==> src/rtl/reset_sequencer.sv <==
// -----------------------------------------------------------------------------
// reset_sequencer
//
// Purpose:
//   Collects the system reset sources (debounced button, HPS h2f_reset),
//   synchronizes each into clk, waits for a programmable quiet period in
//   which no source requests reset, and then releases a set of active-low
//   reset outputs one at a time with a fixed gap between them. When every
//   output is released the block reports ready. Any request seen at any
//   point drops every output low again and restarts the whole sequence.
//
// Parameters:
//   SYNC_STAGES  synchronizer depth per source (>= 2)
//   HOLD_CYCLES  consecutive request-free cycles before the first release (>= 1)
//   STAGE_GAP    cycles between successive output releases (>= 1)
//   NUM_OUTS     number of sequenced reset outputs (>= 1)
//   CNT_WIDTH    width of the hold and gap counters
//
// Ports:
//   clk          in   system clock
//   reset_n      in   asynchronous active-low reset (driven from ~ninit_done)
//   rst_req_n    in   debounced button reset, active-low, asynchronous to clk
//   h2f_reset    in   HPS-to-FPGA reset, active-high, asynchronous to clk
//   rst_out_n    out  [NUM_OUTS] sequenced resets, active-low, bit 0 first
//   ready        out  high once every output is released (RUN state)
//
// Optional feature (macro RESET_SEQ_CAUSE_EN):
//   last_cause   out  [2] synced request levels latched on each re-entry to
//                     ASSERT (bit0 = button, bit1 = HPS)
//   reset_count  out  [16] saturating count of re-entries to ASSERT; the
//                     power-on ASSERT is not counted
// -----------------------------------------------------------------------------
module reset_sequencer #(
    parameter int SYNC_STAGES = 3,
    parameter int HOLD_CYCLES = 10000,
    parameter int STAGE_GAP   = 16,
    parameter int NUM_OUTS    = 2,
    parameter int CNT_WIDTH   = 32
) (
    input  logic                clk,
    input  logic                reset_n,
    input  logic                rst_req_n,
    input  logic                h2f_reset,
    output logic [NUM_OUTS-1:0] rst_out_n,
`ifdef RESET_SEQ_CAUSE_EN
    output logic [1:0]          last_cause,
    output logic [15:0]         reset_count,
`endif
    output logic                ready
);

    // -------------------------------------------------------------------------
    // Elaboration-time parameter sanity
    // -------------------------------------------------------------------------
    if (SYNC_STAGES < 2) begin : g_chk_sync
        $error("reset_sequencer: SYNC_STAGES must be at least 2");
    end
    if (HOLD_CYCLES < 1) begin : g_chk_hold
        $error("reset_sequencer: HOLD_CYCLES must be at least 1");
    end
    if (STAGE_GAP < 1) begin : g_chk_gap
        $error("reset_sequencer: STAGE_GAP must be at least 1");
    end
    if (NUM_OUTS < 1) begin : g_chk_outs
        $error("reset_sequencer: NUM_OUTS must be at least 1");
    end
    if ((((HOLD_CYCLES - 1) >> CNT_WIDTH) != 0) ||
        (((STAGE_GAP - 1) >> CNT_WIDTH) != 0)) begin : g_chk_cnt
        $error("reset_sequencer: CNT_WIDTH too small for HOLD_CYCLES/STAGE_GAP");
    end

    // -------------------------------------------------------------------------
    // Local constants
    // -------------------------------------------------------------------------
    localparam int IDX_W = (NUM_OUTS > 1) ? $clog2(NUM_OUTS) : 1;

    localparam logic [CNT_WIDTH-1:0] HOLD_LAST = CNT_WIDTH'(HOLD_CYCLES - 1);
    localparam logic [CNT_WIDTH-1:0] GAP_LAST  = CNT_WIDTH'(STAGE_GAP - 1);
    localparam logic [IDX_W-1:0]     LAST_IDX  = IDX_W'(NUM_OUTS - 1);
    localparam logic [NUM_OUTS-1:0]  OUT_ONE   = NUM_OUTS'(1);

    typedef enum logic [1:0] {
        ST_ASSERT  = 2'd0,
        ST_HOLD    = 2'd1,
        ST_RELEASE = 2'd2,
        ST_RUN     = 2'd3
    } state_e;

    // -------------------------------------------------------------------------
    // Source synchronizers
    //
    // Both chains are preset to "request active" so that, coming out of
    // reset_n, the FSM sees a request until real input levels have walked
    // through the full chain. This guarantees the hold period is always
    // measured on synchronized levels.
    // -------------------------------------------------------------------------
    logic [SYNC_STAGES-1:0] btn_sync_q;
    logic [SYNC_STAGES-1:0] hps_sync_q;

    always_ff @(posedge clk or negedge reset_n) begin
        if (!reset_n) begin
            btn_sync_q <= '0;
            hps_sync_q <= '1;
        end else begin
            btn_sync_q <= {btn_sync_q[SYNC_STAGES-2:0], rst_req_n};
            hps_sync_q <= {hps_sync_q[SYNC_STAGES-2:0], h2f_reset};
        end
    end

    logic btn_req;
    logic hps_req;
    logic req;

    assign btn_req = ~btn_sync_q[SYNC_STAGES-1];
    assign hps_req =  hps_sync_q[SYNC_STAGES-1];
    assign req     = btn_req | hps_req;

    // -------------------------------------------------------------------------
    // Sequencing FSM
    //
    // A synchronized request overrides everything else in the same cycle, so
    // a terminal count coinciding with a request never releases an output.
    // Counters are cleared on every state change, so they never wrap.
    // -------------------------------------------------------------------------
    state_e                state_q;
    logic [CNT_WIDTH-1:0]  hold_cnt_q;
    logic [CNT_WIDTH-1:0]  gap_cnt_q;
    logic [IDX_W-1:0]      stage_q;
    logic [NUM_OUTS-1:0]   rst_out_q;
    logic                  ready_q;

    always_ff @(posedge clk or negedge reset_n) begin
        if (!reset_n) begin
            state_q    <= ST_ASSERT;
            hold_cnt_q <= '0;
            gap_cnt_q  <= '0;
            stage_q    <= '0;
            rst_out_q  <= '0;
            ready_q    <= 1'b0;
        end else if (req) begin
            state_q    <= ST_ASSERT;
            hold_cnt_q <= '0;
            gap_cnt_q  <= '0;
            stage_q    <= '0;
            rst_out_q  <= '0;
            ready_q    <= 1'b0;
        end else begin
            case (state_q)
                ST_ASSERT: begin
                    state_q    <= ST_HOLD;
                    hold_cnt_q <= '0;
                end

                ST_HOLD: begin
                    if (hold_cnt_q == HOLD_LAST) begin
                        state_q    <= ST_RELEASE;
                        hold_cnt_q <= '0;
                        gap_cnt_q  <= '0;
                        stage_q    <= '0;
                        rst_out_q  <= OUT_ONE;
                    end else begin
                        hold_cnt_q <= hold_cnt_q + 1'b1;
                    end
                end

                ST_RELEASE: begin
                    if (gap_cnt_q == GAP_LAST) begin
                        gap_cnt_q <= '0;
                        if (stage_q < LAST_IDX) begin
                            stage_q   <= stage_q + 1'b1;
                            // Outputs form a thermometer code: shifting in a
                            // one releases exactly the next bit up.
                            rst_out_q <= (rst_out_q << 1) | OUT_ONE;
                        end else begin
                            state_q <= ST_RUN;
                            ready_q <= 1'b1;
                        end
                    end else begin
                        gap_cnt_q <= gap_cnt_q + 1'b1;
                    end
                end

                ST_RUN: begin
                    // Outputs stay released until a request arrives.
                end

                default: begin
                    state_q    <= ST_ASSERT;
                    hold_cnt_q <= '0;
                    gap_cnt_q  <= '0;
                    stage_q    <= '0;
                    rst_out_q  <= '0;
                    ready_q    <= 1'b0;
                end
            endcase
        end
    end

    assign rst_out_n = rst_out_q;
    assign ready     = ready_q;

`ifdef RESET_SEQ_CAUSE_EN
    // -------------------------------------------------------------------------
    // Reset cause capture
    //
    // A request while not in ASSERT is exactly a transition into ASSERT from
    // HOLD, RELEASE or RUN; the power-on ASSERT and a request that simply
    // persists inside ASSERT are therefore not counted.
    // -------------------------------------------------------------------------
    logic [1:0]  cause_q;
    logic [15:0] count_q;

    always_ff @(posedge clk or negedge reset_n) begin
        if (!reset_n) begin
            cause_q <= 2'b00;
            count_q <= 16'h0000;
        end else if (req && (state_q != ST_ASSERT)) begin
            cause_q <= {hps_req, btn_req};
            if (count_q != 16'hFFFF) begin
                count_q <= count_q + 16'd1;
            end
        end
    end

    assign last_cause  = cause_q;
    assign reset_count = count_q;
`endif

endmodule

==> config.mk <==
export PLATFORM = sky130hd
export DESIGN_NAME = reset_sequencer
export DESIGN_NICKNAME = d
export VERILOG_FILES = /design/src/rtl/reset_sequencer.sv
export SDC_FILE = /design/constraint.sdc
export NUM_CORES = 1
export LEC_CHECK = 0
export CAP_MARGIN = 15
export CORE_ASPECT_RATIO = 0.9
export CORE_MARGIN = 3
export CORE_UTILIZATION = 60
export CTS_CLUSTER_DIAMETER = 150
export DETAILED_ROUTE_END_ITERATION = 10
export GPL_TIMING_DRIVEN = 0
export PLACE_DENSITY = 0.77
export SYNTH_ARGS = -nofsm -noshare
export SYNTH_HDL_FRONTEND = slang
export SYNTH_SLANG_ARGS = --single-unit
==> constraint.sdc <==
create_clock -name clk -period 3.8 [get_ports clk]
set_input_delay 0.57 -clock clk [delete_from_list [all_inputs] [get_ports clk]]
set_output_delay 0.57 -clock clk [all_outputs]
set_load 0.005 [all_outputs]
### PDN straps and rails, run 1

(4 px per um) Pins as bars on the die edge. Tap cells in gray.
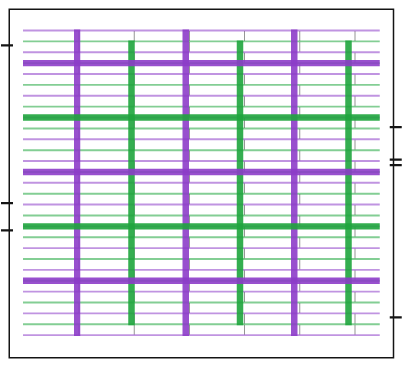
- VSS: purple
- VDD: green
- met4 straps: 6
- met1 rails: 29
Die Wd: 95.7 um
Die Y: 86.7 um
Core Footprint: 0.00680 mm^2
Max VDD drop: 0.211 mV

### Met2 routing, run 1

(3 px per um)
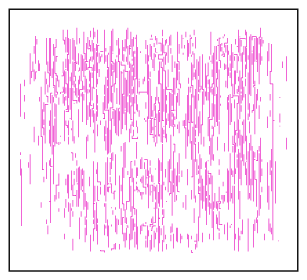
- wire length on this layer: 4,610 um
- longest straight run: 52.1 um
- nets with wire on the layer: 421

==> out/results.ini, run 1 <==
[final_timing]
max_freq_mhz=359
slew_violations=0
post-route-period-util_pct=73.2
max-slew-margin-rel_pct=32.0
rsz0062_at_grt=no
hold_slack_ns=0.0896
setup_tns_ns=0
final-setup-viol-count=0
fin_crit_ns=2.78
finalHoldViolations=0

[critical_path]
critical-path-max-stage-delay_ns=0.52
critPathRequiredTime_ns=4.07
crit_family=buffers and inverters
crit_path_end_kind=flip-flop
crit_chain=ha_1 -> and4b_1 -> and4_2 -> a21oi_2 -> buf_2 -> clkbuf_1 -> nand3_1 -> mux2i_1
critPathBufInv=2
cp.arrival_ns=3.06

[synthesis]
syn_area_mm2=0.00434
area_leaders=dfrtp_1 42%, nand3_1 5.4%, nand4_1 4.9%, a22oi_1 4.8%, mux2i_1 4.8%
numSynthFlops=76
post_synth.cell_area_avg_um2=9.34
yosysChipArea_mm2=0.00434
synthArstFlopShare_pct=100
yosysTopAreaCell=dfrtp_1
postSynthCellCount=465
fp_nets=474
top_cell_area_share_pct=42.1

[detailed_routing]
vias=3869
wl_per_cell_um=18.6
wl_met1_um=5070
drc=0
drt-initial-drc-count=416

[run]
warnings=28
maxCapViolations=0

[grt]
use_met1_pct=42.7
grt_pass1_wl_um=18200
grt-busiest-layer=met1
grtUsageTotal_pct=28.3
grt_use_met3_pct=5.99
overflow=0
grt_pass1_vias=3648

[power_and_ir_drop]
powerDensity_mw_per_mm2=356
p_leak_uw=0.00182
sw_frac_of_total_pct=22.8
p_clk_share_pct=44.2
intPower_uw=1320
power_clock_uw=754

[place]
hpwlAfterDp_um=7480
placed_cells=562
place_congestion=0.911
place_area_mm2=0.00454
portBuffers=6

[clocking]
htreeDepth=3
numClockSinks=76
cts_setup_buffers=0

[final_layout]
final_area_mm2=0.00478
syn_to_final_growth_pct=10.1
layout_top_cell=dfrtp_1
finalNonFillerCells=578
top_regs=gap_cnt_q (32), hold_cnt_q (32)

[die]
die-area_mm2=0.00830
fp_util_pct=63.9
io_pins=7
rows=28

[run_status]
status=finished clean

### Metal 3, run 1

(3 px per um)
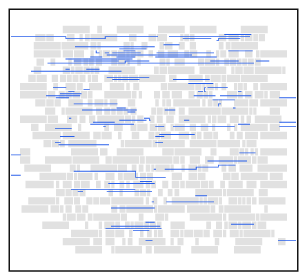
- wire length on this layer: 904 um
- main direction: horizontal

### Wiring by layer, run 1

(4 px per um)
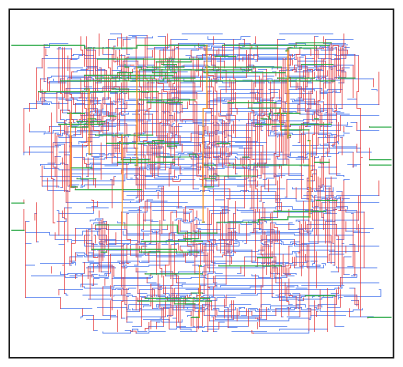
- M3: green (wire length 904 um)
- M1: blue (wire length 5,070 um)
- M2: red (wire length 4,610 um)
- M4: orange (wire length 186 um)

-- run 1: synth_stat cells (6+ instances only) --
cell and count:
dfrtp_1 73, nand3_1 47, nor2_1 39, nand4_1 34
a22oi_1 28, nand2_1 26, mux2i_1 21, xor2_1 20
inv_1 19, and3_1 12, clkbuf_1 12, nor4_1 12
buf_2 11, nor3_1 10, a21oi_1 9, nand3b_1 9
o21ai_0 9, and2_1 8, o22ai_1 6
-- run 1: path summary, 6_finish.rpt --
| path | start | to | slack (ns) | cells after the start |
|---|---|---|---|---|
| setup / recovery | gap_cnt_q[0] | gap_cnt_q[17] | 1.02 | 8 |
| hold / removal | reset_n | hold_cnt_q[6] | 0.09 | 1 |
| setup reg to reg | gap_cnt_q[0] | gap_cnt_q[17] | 1.02 | 8 |
| hold reg to reg | btn_sync_q[0] | btn_sync_q[1] | 0.35 | 0 |
| max in group asynchronous | reset_n | hps_sync_q[2] | 3.09 | 2 |
| min in group clk | btn_sync_q[0] | btn_sync_q[1] | 0.35 | 0 |
-- run 1: kinds of logic (layout without fill, tap and decap cells) --
group / Yosys count / in the layout / synth area share [%]
AND/OR/NAND/NOR: 225 / 225 / 29.3
flip-flops: 76 / 76 / 43.9
AND-OR/OR-AND: 72 / 72 / 11.7
buffers and inverters: 44 / 67 / 4.38
XOR/XNOR: 22 / 22 / 4.44
multiplexers: 21 / 21 / 4.84
adder cells (fa/ha/maj): 5 / 5 / 1.44
-- run 1: area by class of cell --
type | instances | area [um^2]
multi-input cells | 345 | 2250
well taps | 90 | 113
clock inverters | 4 | 97.6
plain buffers | 25 | 119
fillers | 526 | 2010
repair buffers | 7 | 85.1
flip-flops and latches | 76 | 1910
clock buffers | 12 | 145
inverters | 19 | 71.3
## Run 2: what changed since run 1
- clock period: 3.8 -> 2.7 ns (I/O delays scaled with it)
### Met2 routing, run 2

(3 px per um)
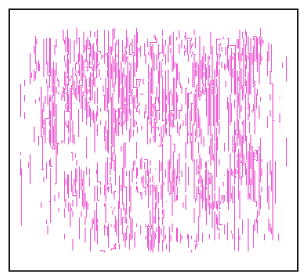
via count: 3,827
routed wire length: 10,700 um
met2 Usage GRT: 40.7%

==> run 2 against run 1 <==
Flip-flop count did not move. Critical path depth did not move. Clock skew rose by 0.0011 ns. Routed wire length fell by 0.50%. Register-to-register slack got worse by 0.83 ns. Global-route usage did not move. Clock power rose by 41%. Critical endpoint unchanged. Largest cell class unchanged. Largest power group unchanged.
==> out/results.ini, run 2 <==
[run_status]
status=finished clean

[power_and_ir_drop]
ir_worst_vdd_mv=0.297  ; +41%
intPower_uw=1850  ; +41%
p_clk_share_pct=44.1  ; about the same
sw_frac_of_total_pct=22.7  ; -0.13 points
p_leak_uw=0.00183  ; +0.61%
powerDensity_mw_per_mm2=500  ; +40%

[synthesis]
most_common_cell=dfrtp_1
top_cell_area_share_pct=42.1  ; unchanged
numSynthFlops=76  ; unchanged
fp_nets=474  ; unchanged
synth.cellmix.adderShare_pct=1.44  ; unchanged
synthTopCellsByCount=73 x dfrtp_1, 47 x nand3_1, 39 x nor2_1
xor_share_pct=4.44  ; unchanged
syn_area_mm2=0.00434  ; unchanged
area_leaders=dfrtp_1 42%, nand3_1 5.4%, nand4_1 4.9%, a22oi_1 4.8%, mux2i_1 4.8%
yosysChipArea_mm2=0.00434  ; unchanged
ys_sh_simple_pct=29.3  ; unchanged

[critical_path]
cp.arrival_ns=2.79  ; -0.27 ns
crit_chain=ha_1 -> and4b_1 -> and4_2 -> a21oi_2 -> buf_2 -> clkbuf_2 -> nand3_1 -> mux2i_1
critPathBufInv=2  ; unchanged

[die]
die_y_um=86.7  ; unchanged
io_pins=7  ; unchanged
rows=28  ; unchanged
core_mm2=0.00680  ; unchanged
fp.dieW_um=95.7  ; unchanged
fp_util_pct=63.9  ; unchanged
die-area_mm2=0.00830  ; unchanged

[final_timing]
slew_violations=0  ; unchanged
max-slew-margin-rel_pct=33.6  ; +1.5 points
hold_slack_ns=0.353  ; +0.264 ns
fin_crit_ns=2.52  ; -0.266 ns
final-setup-viol-count=0  ; unchanged
rsz0062_at_grt=no
finalHoldViolations=0  ; unchanged

[grt]
use_met1_pct=42.7  ; unchanged
grt_use_met3_pct=5.99  ; unchanged
overflow=0  ; unchanged

[place]
place_area_mm2=0.00454  ; unchanged

[final_layout]
final_area_mm2=0.00480  ; +0.26%
layout_top_cell=dfrtp_1
top_regs=gap_cnt_q (32), hold_cnt_q (32)

[clocking]
htreeDepth=3  ; unchanged
numClockSinks=76  ; unchanged
cts_setup_buffers=0  ; unchanged

[detailed_routing]
drt-initial-drc-count=390  ; -6.3%
drc=0  ; unchanged

### Wiring by layer, run 2

(4 px per um)
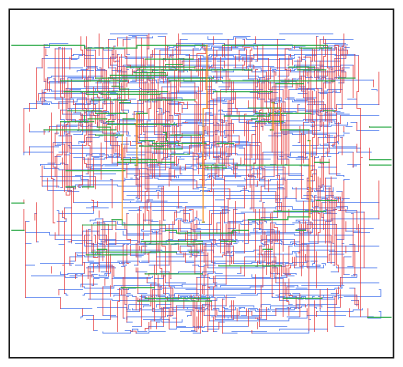
Tot GR Track Use: 28.3%
Avg WL per Cell: 18.5 um

[run 2: cell count changes in the layout (fill, tap and decap cells not counted)]
| cell | previous run | this run |
|---|---|---|
| clkbuf_1 | 14 | 12 |
| clkbuf_2 | 0 | 2 |
| dlygate4sd3_1 | 0 | 1 |
[run 2: worst paths after layout]
check | startpoint | end | slack, ns | cells past startpoint
worst max register to register | gap_cnt_q[0] | gap_cnt_q[17] | 0.18 | 8
max in group asynchronous | reset_n | hps_sync_q[2] | 1.61 | 3
min in group asynchronous | reset_n | hold_cnt_q[6] | 0.47 | 2
worst min register to register | btn_sync_q[0] | btn_sync_q[1] | 0.35 | 0
worst max-delay path | gap_cnt_q[0] | gap_cnt_q[17] | 0.18 | 8
worst min-delay path | btn_sync_q[0] | btn_sync_q[1] | 0.35 | 0
[run 2: through the flow]
step / TNS, ns / setup WS (ns) / total power, uW / instances
2_1_floorplan: 0 / 0.564 / 1290 / 465
3_3_place_gp: -102.25 / -1.39 / 1350 / 561
3_5_place_dp: 0 / 0.0449 / 1360 / 562
4_1_cts: 0 / 0.00723 / 2410 / 579
5_1_grt: 0 / 0.0234 / 2480 / 579
6_report: 0 / 0.183 / 2400 / 579
[run 2: what timing repair did]
| item | 4_1_cts | 5_1_grt |
|---|---|---|
| endpoints found under the hold margin | 18 | 0 |
| endpoints found under the setup margin | 0 | 20 |
| hold buffers | 1 | 0 |
| resized | 0 | 4 |
[run 2: layout make-up]
type,count,area (um^2),share of cell area (%)
Multi-Input combinational cell,345,2250,46.9
Inverter,19,71.3,1.49
Buffer,25,121,2.53
Timing Repair Buffer,8,95.1,1.98
Clock inverter,4,97.6,2.03
Tap cell,90,113,2.35
Clock buffer,12,145,3.03
Sequential cell,76,1910,39.7
## Run 3: what changed since run 2
- PLACE_DENSITY: 0.77 -> 0.87
### PDN straps and rails, run 3

(4 px per um) Pins as bars on the die edge. Tap cells in gray.
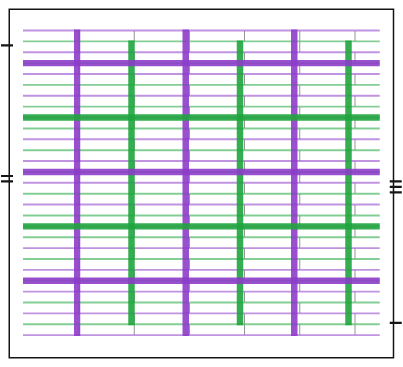
Max VDD drop: 0.283 mV

==> run 3 against run 2 <==
Largest power group unchanged. Via count increased by 3.3%. Critical path type unchanged. Clock-buffer cell count unchanged. Clock power decreased by about 20%. Maximum frequency decreased by 1.6%.
==> out/results.ini, run 3 <==
[final_layout]
layout_top_cell=dfrtp_1
final_cell_mix=73 x dfrtp_1, 47 x nand3_1, 39 x nor2_1
diodes=0
seqCellArea_mm2=0.00191  ; unchanged
top_regs=gap_cnt_q (32), hold_cnt_q (32)
comb_area_mm2=0.00225  ; unchanged

[die]
fp.dieW_um=95.7  ; unchanged
io_pins=7  ; unchanged
die-area_mm2=0.00830  ; unchanged
fp_util_pct=63.9  ; unchanged
die_y_um=86.7  ; unchanged
rows=28  ; unchanged
core_mm2=0.00680  ; unchanged

[synthesis]
most_common_cell=dfrtp_1
edf_count=0
yosysChipArea_mm2=0.00434  ; unchanged
synthTopCellsByCount=73 x dfrtp_1, 47 x nand3_1, 39 x nor2_1
syn_area_mm2=0.00434  ; unchanged
numSynthFlops=76  ; unchanged
fp_nets=474  ; unchanged
post_synth.cell_area_avg_um2=9.34
area_leaders=dfrtp_1 42%, nand3_1 5.4%, nand4_1 4.9%, a22oi_1 4.8%, mux2i_1 4.8%
synthArstFlopShare_pct=100
top_cell_area_share_pct=42.1  ; unchanged

[detailed_routing]
drc=0  ; unchanged
wl_per_cell_um=18.6  ; +0.48%
drt-initial-drc-count=506  ; +30%

[grt]
grt_antenna_before_repair=0
overflow=0  ; unchanged
grtUsageTotal_pct=28.1  ; -0.23 points
grt_pass1_vias=3613

[clocking]
numClockSinks=76  ; unchanged
clk_path_buf_depth=2
htreeDepth=3  ; unchanged
cts_setup_buffers=0  ; unchanged
clk_latency_ns=0.35
ctsHoldBuffers=0  ; -1
cts_resized=0  ; unchanged

[final_timing]
final-setup-viol-count=0  ; unchanged
post-route-period-util_pct=94.7
finalHoldViolations=0  ; unchanged
fin_ws_ns=0.142  ; -0.0408 ns
slew_violations=0  ; unchanged
setup_tns_ns=0  ; unchanged
max-slew-margin-rel_pct=38.0  ; +4.4 points
hold_slack_ns=0.0155  ; -0.338 ns
fin_crit_ns=2.56  ; +0.0408 ns

[place]
dp_worst_setup_slack_ns=0.0766  ; +0.0317 ns
hpwlAfterDp_um=7320
place_congestion=0.938

[critical_path]
crit_path_frequent_cell=buf_2
cp.depth=8  ; unchanged
critPathBufInv=2  ; unchanged
crit_chain=ha_1 -> and4b_1 -> and4_2 -> a21oi_2 -> buf_2 -> buf_2 -> a22oi_1 -> mux2i_1
cp.arrival_ns=2.83  ; +0.04 ns
reg2reg_depth=8  ; unchanged

[run_status]
status=finished clean

[power_and_ir_drop]
powerDensity_mw_per_mm2=467  ; -6.5%
p_leak_uw=0.00180  ; -1.7%

### Met2 routing, run 3

(3 px per um)
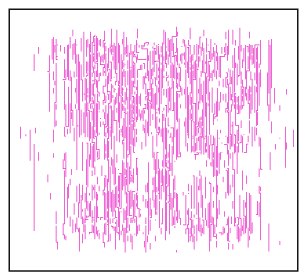
routed wire length: 10,700 um
met2 Usage GRT: 39.2%
via count: 3,953

## run 3: cell type report
class,instances,area share [%]
clock inverter,4,1.06
tap,90,2.38
sequential,76,40.3
timing repair buffer,7,1.64
buffer,25,2.56
clock buffer,12,3.07
multi-input combinational,345,47.5
inverter,19,1.51
## run 3: metrics by stage
step / std cells / utilization [%] / instance area (um^2) / total power, uW
final: 578 / 69.6 / 4730 / 2210
after global routing: 578 / 69.6 / 4730 / 2300
after CTS: 578 / 69.6 / 4730 / 2220
after detailed placement: 562 / 66.7 / 4530 / 1360
after global placement: 561 / 66.5 / 4520 / 1340
after floorplan: 465 / - / 4340 / 1290
## run 3: kinds of logic after synthesis
kind of cell / after synthesis / synth area share (%)
simple gates: 225 / 29.3
flops: 76 / 43.9
compound gates: 72 / 11.7
buf+inv: 44 / 4.38
xor+xnor: 22 / 4.44
mux: 21 / 4.84
fa+ha+maj: 5 / 1.44
## run 3: final timing paths
check                         startpoint        endpoint  slack (ns)
max                         gap_cnt_q[0]   gap_cnt_q[27]        0.14
min                              reset_n  hold_cnt_q[10]        0.02
max reg2reg                 gap_cnt_q[0]   gap_cnt_q[27]        0.14
min reg2reg                btn_sync_q[1]   btn_sync_q[2]        0.35
max in group asynchronous        reset_n   gap_cnt_q[14]        2.11
min in group clk           btn_sync_q[1]   btn_sync_q[2]        0.35
## run 3: power by group
| group | internal [uW] | total (uW) | switching, uW |
|---|---|---|---|
| combinational | 61.1 | 176 | 115 |
| clock | 451 | 874 | 423 |
| sequential | 1150 | 1160 | 9.62 |
## run 3: metal layers
metal	part of all wire, %	vias to the layer above	GRT usage, %	wire length (um)
met3	11	33	8.85	1200
met5	0	-	0	0
li1	-	1767	-	-
met2	44	257	39.2	4730
met4	1.6	0	6.98	177
met1	43	1896	42.4	4640
Power and IR drop assume default switching activity.
